### src/rtl/weight_ctrl_pkg.sv
// Shared definitions for the kernel weight loader: state encoding, sizing defaults
// and the ceiling-log2 helper used to size the word counter.
package weight_ctrl_pkg;

   localparam int unsigned N_DEFAULT          = 25;
   localparam int unsigned DATA_WIDTH_DEFAULT = 16;

   localparam logic [1:0] ST_IDLE_ENC   = 2'd0;
   localparam logic [1:0] ST_LOAD_ENC   = 2'd1;
   localparam logic [1:0] ST_ARM_ENC    = 2'd2;
   localparam logic [1:0] ST_COMMIT_ENC = 2'd3;

   typedef enum logic [1:0] {
      ST_IDLE   = ST_IDLE_ENC,
      ST_LOAD   = ST_LOAD_ENC,
      ST_ARM    = ST_ARM_ENC,
      ST_COMMIT = ST_COMMIT_ENC
   } state_t;

   // Ceiling log2, never below 1 so the result is always a usable width.
   function automatic int unsigned clog2(input int unsigned value);
      int unsigned result;
      result = 0;
      for (int unsigned i = 0; i < 32; i++) begin
         if ((64'd1 << i) < 64'(value)) result = i + 1;
      end
      return (result == 0) ? 1 : result;
   endfunction

endpackage

### src/rtl/weight_assembly_buffer.sv
// N-slot indexed write buffer that assembles weight words into one wide kernel bus.
// Slot 0 occupies the LSBs; clear zeroes all slots before a same-cycle slot write.
module weight_assembly_buffer
   import weight_ctrl_pkg::*;
#(
   parameter int unsigned N          = N_DEFAULT,
   parameter int unsigned DATA_WIDTH = DATA_WIDTH_DEFAULT,
   parameter int unsigned ADDR_WIDTH = clog2(N_DEFAULT + 1)
) (
   input  logic                    i_clk,
   input  logic                    i_rst_n,
   input  logic                    i_clear,
   input  logic                    i_wr_en,
   input  logic [ADDR_WIDTH-1:0]   i_addr,
   input  logic [DATA_WIDTH-1:0]   i_data,
   output logic [N*DATA_WIDTH-1:0] o_bus
);

   logic [N*DATA_WIDTH-1:0] r_bus;
   logic [N*DATA_WIDTH-1:0] w_next;

   always_comb begin
      w_next = i_clear ? '0 : r_bus;
      if (i_wr_en) begin
         for (int unsigned k = 0; k < N; k++) begin
            if (i_addr == ADDR_WIDTH'(k)) w_next[k*DATA_WIDTH +: DATA_WIDTH] = i_data;
         end
      end
   end

   always_ff @(posedge i_clk or negedge i_rst_n) begin
      if (!i_rst_n) r_bus <= '0;
      else          r_bus <= w_next;
   end

   assign o_bus = r_bus;

endmodule

### src/rtl/weight_load_controller.sv
// Loads one convolution kernel word by word, then commits it to the weight register
// with a single write strobe once the convolver is between windows.
module weight_load_controller
   import weight_ctrl_pkg::*;
#(
   parameter int unsigned N          = N_DEFAULT,
   parameter int unsigned DATA_WIDTH = DATA_WIDTH_DEFAULT
) (
   input  logic                     i_clock,
   input  logic                     i_reset_n,
   input  logic                     i_start,
   input  logic                     i_abort,
   input  logic [DATA_WIDTH-1:0]    i_in_data,
   input  logic                     i_in_valid,
   output logic                     o_in_ready,
   input  logic                     i_conv_busy,
   output logic [N*DATA_WIDTH-1:0]  o_weight_write,
   output logic                     o_write,
   output logic                     o_busy,
   output logic                     o_weights_loaded,
   output logic [clog2(N+1)-1:0]    o_word_count
);

   localparam int unsigned WC_WIDTH = clog2(N + 1);

   state_t              r_state;
   logic                r_write;
   logic                r_busy;
   logic                r_loaded;
   logic [WC_WIDTH-1:0] r_word_count;
   logic                w_accept;
   logic                w_clear;

   // Abort wins over a same-cycle accept, so a cancelled word never lands in the buffer.
   assign w_accept = (r_state == ST_LOAD) && i_in_valid && !i_abort;
   // The first word of a load wipes stale slots from any earlier partial kernel.
   assign w_clear  = w_accept && (r_word_count == '0);

   always_ff @(posedge i_clock or negedge i_reset_n) begin
      if (!i_reset_n) begin
         r_state      <= ST_IDLE;
         r_write      <= 1'b0;
         r_busy       <= 1'b0;
         r_loaded     <= 1'b0;
         r_word_count <= '0;
      end else begin
         r_write <= 1'b0;
         case (r_state)
            ST_IDLE: begin
               if (i_start) begin
                  r_state      <= ST_LOAD;
                  r_busy       <= 1'b1;
                  r_loaded     <= 1'b0;
                  r_word_count <= '0;
               end
            end
            ST_LOAD: begin
               if (i_abort) begin
                  r_state      <= ST_IDLE;
                  r_busy       <= 1'b0;
                  r_word_count <= '0;
               end else if (i_in_valid) begin
                  r_word_count <= r_word_count + WC_WIDTH'(1);
                  if (r_word_count == WC_WIDTH'(N - 1)) r_state <= ST_ARM;
               end
            end
            ST_ARM: begin
               if (i_abort) begin
                  r_state      <= ST_IDLE;
                  r_busy       <= 1'b0;
                  r_word_count <= '0;
               end else if (!i_conv_busy) begin
                  r_state <= ST_COMMIT;
                  r_write <= 1'b1;
               end
            end
            ST_COMMIT: begin
               r_state  <= ST_IDLE;
               r_busy   <= 1'b0;
               r_loaded <= 1'b1;
            end
            default: begin
               r_state <= ST_IDLE;
               r_busy  <= 1'b0;
            end
         endcase
      end
   end

   weight_assembly_buffer #(
      .N          (N),
      .DATA_WIDTH (DATA_WIDTH),
      .ADDR_WIDTH (WC_WIDTH)
   ) u_buffer (
      .i_clk   (i_clock),
      .i_rst_n (i_reset_n),
      .i_clear (w_clear),
      .i_wr_en (w_accept),
      .i_addr  (r_word_count),
      .i_data  (i_in_data),
      .o_bus   (o_weight_write)
   );

   assign o_in_ready       = (r_state == ST_LOAD);
   assign o_write          = r_write;
   assign o_busy           = r_busy;
   assign o_weights_loaded = r_loaded;
   assign o_word_count     = r_word_count;

endmodule

### config.mk
export PLATFORM = sky130hd
export DESIGN_NAME = weight_load_controller
export DESIGN_NICKNAME = d
export VERILOG_FILES = /design/src/rtl/weight_ctrl_pkg.sv /design/src/rtl/weight_assembly_buffer.sv /design/src/rtl/weight_load_controller.sv
export SDC_FILE = /design/constraint.sdc
export NUM_CORES = 1
export LEC_CHECK = 0
export CAP_MARGIN = 15
export CORE_ASPECT_RATIO = 1.1
export CORE_MARGIN = 3
export CORE_UTILIZATION = 54
export CTS_CLUSTER_SIZE = 12
export DETAILED_ROUTE_END_ITERATION = 7
export PLACE_DENSITY = 0.84
export SYNTH_ARGS = -nofsm -noshare
export SYNTH_HDL_FRONTEND = slang
export SYNTH_HIERARCHICAL = 1
export SYNTH_SLANG_ARGS = --single-unit
### constraint.sdc
create_clock -name i_clock -period 4 [get_ports i_clock]
set_clock_uncertainty 0.05 [all_clocks]
set_input_delay 0.6 -clock i_clock [delete_from_list [all_inputs] [get_ports i_clock]]
set_output_delay 0.6 -clock i_clock [all_outputs]
set_load 0.02 [all_outputs]
**Placement by cell class**

The bar under the picture is 50 µm long. Fill, decap, tap and diode cells in grey.
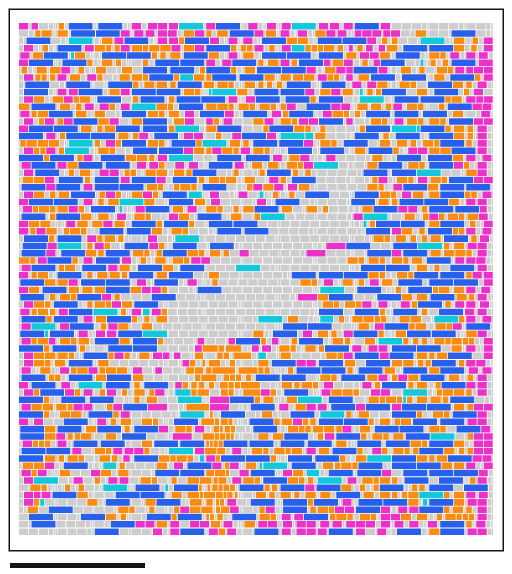
Key: remaining buffers and delay cells = magenta [cells 465]; clock drivers and dummy loads = cyan [cells 69]; remaining logic cells = orange [cells 893]; sequential cells = blue [cells 410]

**Signal wires by layer**

The bar under the picture is 50 µm long. Two of the layers only.
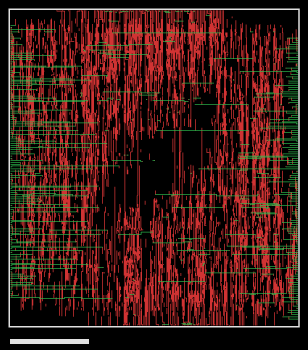
Key: M3 = green [wire length 4,650 µm]; M2 = red [wire length 26.2 mm]
wirelength, routed: 55,120 µm
detailed-route wire length per cell: 24.29 µm
vias after detailed routing: 12.43k
Tot GR Track Use: 29.50%

**Track usage over the die**

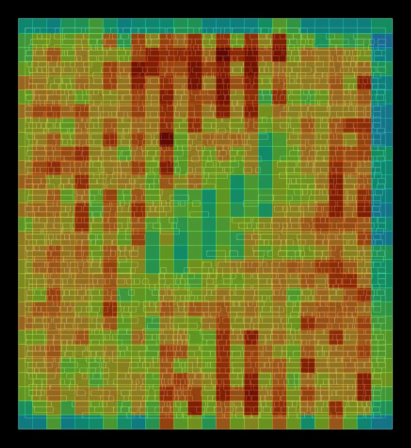
met1 capacity usage during global routing: 37.65%
gr busiest metal: met2
fraction of met2 tracks used by global routing: 47.65%

**Local utilization**

18 x 20 tiles, from black (low) to pale yellow (high), 0 to 100% covered.
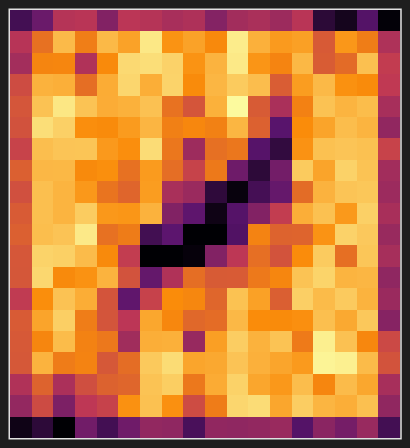
The fullest tile reaches 99%. The mean over all tiles is 65%. 46% of the tiles are over 75% full. 1.9% of the tiles are nearly empty. The emptiest ninth of the die: middle.

**Register map, names as in the netlist**

The bar under the picture is 50 µm long. Other sequential cells in the stronger grey, the rest of the logic in the fainter grey.
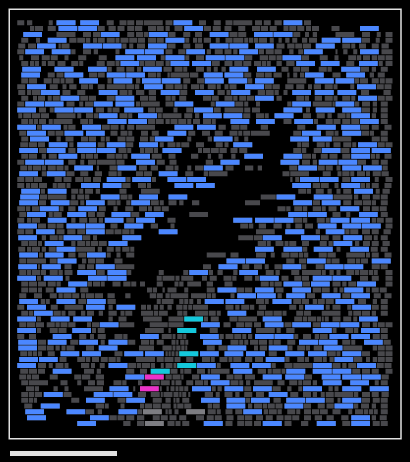
Key: r_state = magenta [flops 2]; u_buffer/o_bus = blue [flops 400, where widely spread]; o_word_count = cyan [flops 5, where bottom middle]
Another 3 sequential cells are not coloured.
FF/Latch Area: 10,260 µm²
final core utilization: 73.05%
total sequential power: 4520 µW
flip-flop and latch share of the layout cell area: 41.87%

==> Yosys cell counts, types with 3 or more instances <==
library cell | number | area, µm²
and2_1 | 3 | 18.77
buf_2 | 12 | 60.06
buf_4 | 11 | 82.58
buf_6 | 11 | 123.9
clkbuf_1 | 77 | 289.0
dfrtp_1 | 410 | 10260
ha_1 | 8 | 100.1
inv_1 | 6 | 22.52
mux2_1 | 3 | 33.78
mux2_2 | 398 | 4482
nand2_1 | 3 | 11.26
nand2_2 | 12 | 75.07
nand2b_1 | 4 | 25.02
nand3_1 | 4 | 20.02
nor2_1 | 5 | 18.77
nor2_2 | 4 | 25.02
nor2b_1 | 406 | 2540
o21ai_0 | 7 | 35.03
==> cell families (layout without fill, tap and decap cells) <==
| family | after synthesis | count (layout) | share of synthesized area (%) |
|---|---|---|---|
| compound gates | 17 | 17 | 0.5997 |
| fa+ha+maj | 8 | 8 | 0.5391 |
| buf+inv | 117 | 540 | 3.113 |
| flops | 410 | 410 | 55.26 |
| mux | 402 | 402 | 24.37 |
| simple gates | 460 | 460 | 16.12 |
==> sequential cells by signal, summed over array words and instances (netlist names) <==
name / count
r_state: 2
o_busy: 1
u_buffer/o_bus: 400
o_word_count: 5
o_weights_loaded: 1
o_write: 1
==> report_power, final <==
part	leakage (µW)	switching (µW)	internal [µW]	total [µW]
Clock	0.000630	1610	2120	3730
Combinational	0.00576	1090	793	1890
Sequential	0.00570	150	4370	4520
==> layer usage <==
metal	track usage, %	vias to the layer above	wire length, µm
li1	-	5489	-
met1	37.65	6349	22090
met2	47.65	478	26210
met3	9.061	109	4650
met4	10.96	0	2165
met5	0	-	0
==> results.json <==
{
  "final_common_cell": "clkdlybuf4s50_1",
  "number_of_synthesized_flops_with_an_enable_pin": 0,
  "post_dp_cell_area_um2": 23210,
  "p_leak_uw": 0.01209,
  "worst_setup_path_start_kind": "flip-flop",
  "critical_path_peak_fanout": 113,
  "yosysWarningCount": 6,
  "grt_antenna_before_repair": 0,
  "buffers": 465,
  "crit_chain": "inv_1, ha_1, nor2b_1, and2_1, and4b_4, buf_12, nor2b_1, mux2_2",
  "cp_slowest_stage_delay_ns": 0.51,
  "cts.path.max_buffers": 3,
  "finalNonFillerCells": 2269,
  "finish.instance_area_um2": 24510,
  "log.warning_count": 36,
  "most_frequent_logic_cells_in_the_routed_design": "clkdlybuf4s50_1, dfrtp_1, nor2b_1, mux2_2, clkbuf_16",
  "yosys-stat-cells": 1414,
  "timing.critical_path.depth": 8,
  "drc": 0,
  "routabilityCongestion": 0.8263,
  "initial_core_util_pct": 55.35,
  "outcome": "completed",
  "endpoint_kind": "flip-flop",
  "hpwl_um": 34970,
  "flop-count": 410,
  "inv_count": 6,
  "finalHoldViolCount": 0,
  "tritoncts": "done",
  "min_path_type": "flip-flop to flip-flop",
  "syn_area_per_cell_um2": 13.13,
  "finalHoldWorstSlack_ns": 0.4618,
  "growth_of_design_area_from_synthesis_to_finish_pct": 31.98,
  "power.density_nw_per_um2": 413.8,
  "rsz0062_at_grt": "false",
  "worst_pin_slew_ns": 0.7687,
  "critPathArrivalTime_ns": 3.48,
  "timing_max_transition_violations_final": 0,
  "report.final.setup_viol": 0,
  "clk_share_pct": 5.249,
  "final.period_utilization_pct": 77.42,
  "post_drt_via_cell_ratio": 5.476,
  "drv_cap": 0,
  "place_ws_ns": 0.6684,
  "relSlewSlack_pct": 48.76,
  "final_critical_path_setup_slack_ns": 0.9034,
  "worstPathBufferInverterCount": 2,
  "async_reset_ff_share_pct": 100.0,
  "ys.flop_type": "dfrtp_1",
  "die_width_um": 182.8,
  "r2r-start": "r_state[1]",
  "final_net_count": 1843,
  "comb_share_pct": 31.58,
  "finalCriticalPeriod_ns": 3.097,
  "post_cts_resized": 0
}
Power is estimated from default activity; no workload was simulated.
